--- config.mk ---
export PLATFORM = sky130hd
export DESIGN_NAME = self_write_sequencer
export DESIGN_NICKNAME = d
export VERILOG_FILES = /design/src/rtl/self_write_seq_pkg.sv /design/src/rtl/seq_crc16.sv /design/src/rtl/self_write_sequencer.sv
export SDC_FILE = /design/constraint.sdc
export NUM_CORES = 1
export LEC_CHECK = 0
export CORE_MARGIN = 1
export CORE_UTILIZATION = 25
export CTS_BUF_LIST = sky130_fd_sc_hd__clkbuf_4
export DETAILED_ROUTE_END_ITERATION = 8
export DONT_BUFFER_PORTS = 1
export RECOVER_POWER = 100
export SYNTH_ARGS = -nofsm -noshare
export SYNTH_HDL_FRONTEND = slang
export SYNTH_SLANG_ARGS = --single-unit
--- constraint.sdc ---
create_clock -name clk -period 3.9 [get_ports clk]
set_input_delay 0.78 -clock clk [delete_from_list [all_inputs] [get_ports clk]]
set_output_delay 0.78 -clock clk [all_outputs]
set_load 0.02 [all_outputs]
--- src/rtl/self_write_seq_pkg.sv ---
// Shared state encoding and CRC constants for the self-write sequencer.
// SELF_WRITE_SEQ_CRC_EN adds the CRC state to the encoding.
package self_write_seq_pkg;

   localparam logic [31:0] DEFAULT_SYNC_WORD = 32'hFAB0_FAB1;
   localparam logic [15:0] CRC_POLY          = 16'h1021;
   localparam logic [15:0] CRC_INIT          = 16'hFFFF;

   typedef enum logic [2:0] {
      HUNT   = 3'd0,
      LEN    = 3'd1,
      DATA   = 3'd2,
      GAP    = 3'd3,
`ifdef SELF_WRITE_SEQ_CRC_EN
      CRC    = 3'd4,
`endif
      FINISH = 3'd5
   } state_t;

   // One byte of CRC-16-CCITT, MSB first, no reflection.
   function automatic logic [15:0] crc16_byte(input logic [15:0] crc_in,
                                              input logic [7:0]  data_byte);
      logic [15:0] c;
      c = crc_in ^ {data_byte, 8'h00};
      for (int i = 0; i < 8; i++) begin
         c = c[15] ? ((c << 1) ^ CRC_POLY) : (c << 1);
      end
      return c;
   endfunction

endpackage

--- src/rtl/seq_crc16.sv ---
// Byte-serial CRC-16-CCITT accumulator; clear reloads the init value.
module seq_crc16
   import self_write_seq_pkg::*;
(
   input  logic        clk,
   input  logic        reset,
   input  logic        clear,
   input  logic        byte_en,
   input  logic [7:0]  data_byte,
   output logic [15:0] crc
);

   always_ff @(posedge clk or posedge reset) begin
      if (reset) begin
         crc <= CRC_INIT;
      end else if (clear) begin
         crc <= CRC_INIT;
      end else if (byte_en) begin
         crc <= crc16_byte(crc, data_byte);
      end
   end

endmodule

--- src/rtl/self_write_sequencer.sv ---
// Hunts a sync word, then turns a length-prefixed byte stream into paced 32-bit
// config writes. Defining SELF_WRITE_SEQ_CRC_EN adds a CRC-16 trailer check.
module self_write_sequencer
   import self_write_seq_pkg::*;
#(
   parameter logic [31:0] SYNC_WORD      = DEFAULT_SYNC_WORD,
   parameter int          GAP_CYCLES     = 4,
   parameter int          TIMEOUT_CYCLES = 1000000
) (
   input  logic        clk,
   input  logic        reset,
   input  logic        in_valid,
   input  logic [7:0]  in_data,
   output logic        in_ready,
   output logic        self_write_strobe,
   output logic [31:0] self_write_data,
   output logic        com_active,
   output logic        done,
   output logic        error,
   output logic [2:0]  dbg_state
);

   localparam logic [15:0] GAP_LAST     = 16'(GAP_CYCLES - 1);
   localparam logic [31:0] TIMEOUT_LAST = 32'(TIMEOUT_CYCLES - 1);

   state_t      state, state_n;
   logic [31:0] sreg, sreg_n;
   logic [31:0] wdata_n;
   logic [31:0] idle, idle_n;
   logic [15:0] words_left, words_n;
   logic [15:0] gcnt, gcnt_n;
   logic [1:0]  bcnt, bcnt_n;
   logic        strobe_n, error_n;
   logic        accept, word_done, in_payload;
   logic [31:0] shifted;

   // Handshake: a byte moves on a rising edge where in_valid && in_ready;
   // in_ready depends on state only, never on in_valid.
   assign in_ready   = (state != GAP) && (state != FINISH);
   assign com_active = (state != HUNT) && (state != FINISH);
   assign done       = (state == FINISH);
   assign dbg_state  = state;
   assign accept     = in_valid && in_ready;
   assign shifted    = {sreg[23:0], in_data};
   assign word_done  = in_payload && accept && (bcnt == 2'd3);

`ifdef SELF_WRITE_SEQ_CRC_EN
   logic        crc_clear, crc_en;
   logic [15:0] crc;

   assign in_payload = (state == LEN) || (state == DATA) || (state == CRC);

   seq_crc16 u_crc (
      .clk       (clk),
      .reset     (reset),
      .clear     (crc_clear),
      .byte_en   (crc_en),
      .data_byte (in_data),
      .crc       (crc)
   );
`else
   assign in_payload = (state == LEN) || (state == DATA);
`endif

   always_comb begin
      state_n  = state;
      sreg_n   = sreg;
      bcnt_n   = bcnt;
      words_n  = words_left;
      gcnt_n   = gcnt;
      idle_n   = '0;
      strobe_n = 1'b0;
      wdata_n  = self_write_data;
      error_n  = error;
`ifdef SELF_WRITE_SEQ_CRC_EN
      crc_clear = 1'b0;
      crc_en    = 1'b0;
`endif
      if (accept) begin
         sreg_n = shifted;
      end
      // A consumed word clears the shifter so stale bytes never form a false sync.
      if (word_done) begin
         sreg_n = '0;
      end

      if (in_payload) begin
         if (accept) begin
            bcnt_n = bcnt + 2'd1;
         end else if (idle == TIMEOUT_LAST) begin
            error_n = 1'b1;
            state_n = HUNT;
            sreg_n  = '0;
            bcnt_n  = '0;
         end else begin
            idle_n = idle + 32'd1;
         end
      end

      case (state)
         HUNT: begin
            bcnt_n = '0;
            if (accept && (shifted == SYNC_WORD)) begin
               state_n = LEN;
               error_n = 1'b0;
               sreg_n  = '0;
`ifdef SELF_WRITE_SEQ_CRC_EN
               crc_clear = 1'b1;
`endif
            end
         end
         LEN: begin
            if (word_done) begin
               if (shifted[15:0] == 16'd0) begin
                  error_n = 1'b1;
                  state_n = HUNT;
               end else begin
                  words_n = shifted[15:0];
                  state_n = DATA;
               end
            end
         end
         DATA: begin
`ifdef SELF_WRITE_SEQ_CRC_EN
            crc_en = accept;
`endif
            if (word_done) begin
               strobe_n = 1'b1;
               wdata_n  = shifted;
               words_n  = words_left - 16'd1;
               gcnt_n   = '0;
               state_n  = GAP;
            end
         end
         GAP: begin
            if (gcnt == GAP_LAST) begin
               if (words_left != 16'd0) begin
                  state_n = DATA;
               end else begin
`ifdef SELF_WRITE_SEQ_CRC_EN
                  state_n = CRC;
`else
                  state_n = FINISH;
`endif
               end
            end else begin
               gcnt_n = gcnt + 16'd1;
            end
         end
`ifdef SELF_WRITE_SEQ_CRC_EN
         CRC: begin
            if (word_done) begin
               if (shifted[15:0] == crc) begin
                  state_n = FINISH;
               end else begin
                  error_n = 1'b1;
                  state_n = HUNT;
               end
            end
         end
`endif
         FINISH:  state_n = HUNT;
         default: state_n = HUNT;
      endcase
   end

   always_ff @(posedge clk or posedge reset) begin
      if (reset) begin
         state             <= HUNT;
         sreg              <= '0;
         bcnt              <= '0;
         words_left        <= '0;
         gcnt              <= '0;
         idle              <= '0;
         self_write_strobe <= 1'b0;
         self_write_data   <= '0;
         error             <= 1'b0;
      end else begin
         state             <= state_n;
         sreg              <= sreg_n;
         bcnt              <= bcnt_n;
         words_left        <= words_n;
         gcnt              <= gcnt_n;
         idle              <= idle_n;
         self_write_strobe <= strobe_n;
         self_write_data   <= wdata_n;
         error             <= error_n;
      end
   end

endmodule

==> metrics.csv <==
metric;value;unit
Final WS setup;842;ps
yosys xor share;0.0598;
Regs by FF count;idle x32, self_write_data x32, sreg x24;
Crit-path slowest cell;clkbuf_2;
Iter 0 DRT Violations;340;
Final setup viols;0;
CP Buf/Inv Count;2;
Final ANT Viol Nets;0;
top cells by count;181 x nand2_1, 127 x dfrtp_1, 68 x nor2_1;
Critical Path End;dbg_state[1];
Setup Buffers After CTS;0;
Main synth FF type;dfrtp_1;
Horiz. Die Dim;161;um
Worst-Margin Slew;1060;ps
synthesized cell area;6300;sq um
synthesized netlist cell count;695;
dominant logic cell type in the layout;nand2_1;
Largest cell class;registers;
PwrDens;401;nW/um^2
GP Congestion;0.761;
tap cells;324;
met1 usage;0.165;
share of layout cells above drive strength 1;0.0791;
# diodes;1;
Clock Tree Root;clkbuf_4;
register bit total from synthesis;127;
DR vias/cell;4.79;
NonClk Buf Share;0.00852;
Final clock-cell share;0.0499;
Clock group;1.09;mW
Seq Cell Count;127;
Max clock buf depth;2;
R2R depth;7;
Max Freq;327;MHz
Critical Path RT;4290;ps
Slew Limit Headroom;0.292;
critical path class;reg2reg;
Synth Area in Adders;0.00994;
Logic cell area;2890;sq um
clock share of power;0.393;
wire length on met3;986;um
CP dominant cell by count;and2_1;
met2 Usage GRT;0.198;
DRT Pass-1 Iters;5;
WHS;155;ps
I/O pin count;51;
slowest stage delay, CP;790;ps
DRC viols;0;
initial antenna violation count;1;
Setup TNS Final;0;ps
reg2reg setup slack;840;ps
AND-OR/OR-AND Cells, Area Fraction;0.0962;
Largest logic family;simple AND/OR/NAND/NOR gates;
CP Depth;7;
Yosys chip area;6300;sq um
core area;24500;sq um
tally of non-filler cells in the final layout;1020;
CP cell instances;nor2_1 > and2_1 > buf_4 > nand3_1 > clkbuf_2 > and2_1 > o221ai_1;
Comb area share;0.418;
Largest cells by area;dfrtp_1 50%, nand2_1 11%, nor2_1 4.1%;
outcome;finished clean;
Detailed Route WL;15800;um
Mean Syn Cell Area;9.06;sq um
Placed Cells;987;
Simple-Gate Fraction of Synth Area;0.287;
fillers;2653;
Syn Nets;711;
met3 usage;0.0462;
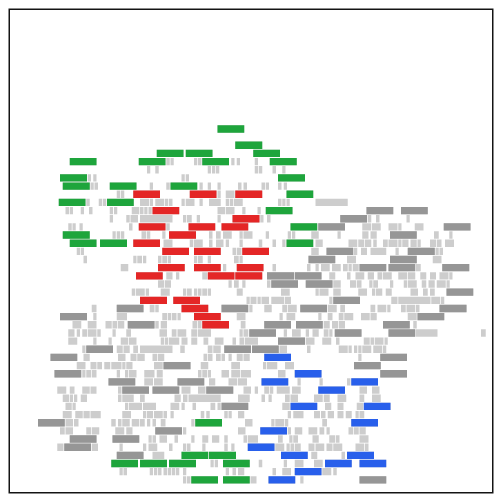
Fig. 1. Sequential cells grouped by signal name.
Drawn at 3 px/um. Other sequential cells in the stronger grey, the rest of the logic in the fainter grey.
colour	signal	sequential cells
green	self_write_data	32
blue	gcnt	16
red	sreg	24

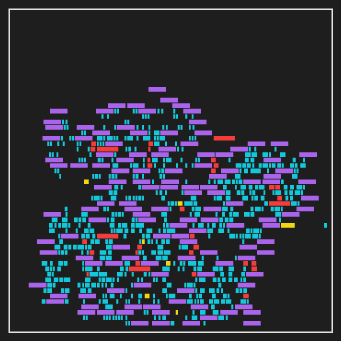
Fig. 2. Cells coloured by class.
Drawn at 2 px/um.
colour	class	cells	share of their area
yellow	remaining buffers and delay cells	7	0.91%
red	clock drivers and dummy loads	32	5.3%
purple	registers	127	49%
cyan	remaining logic cells	529	45%

No activity file was given, so power comes from the tool's default toggle rates.
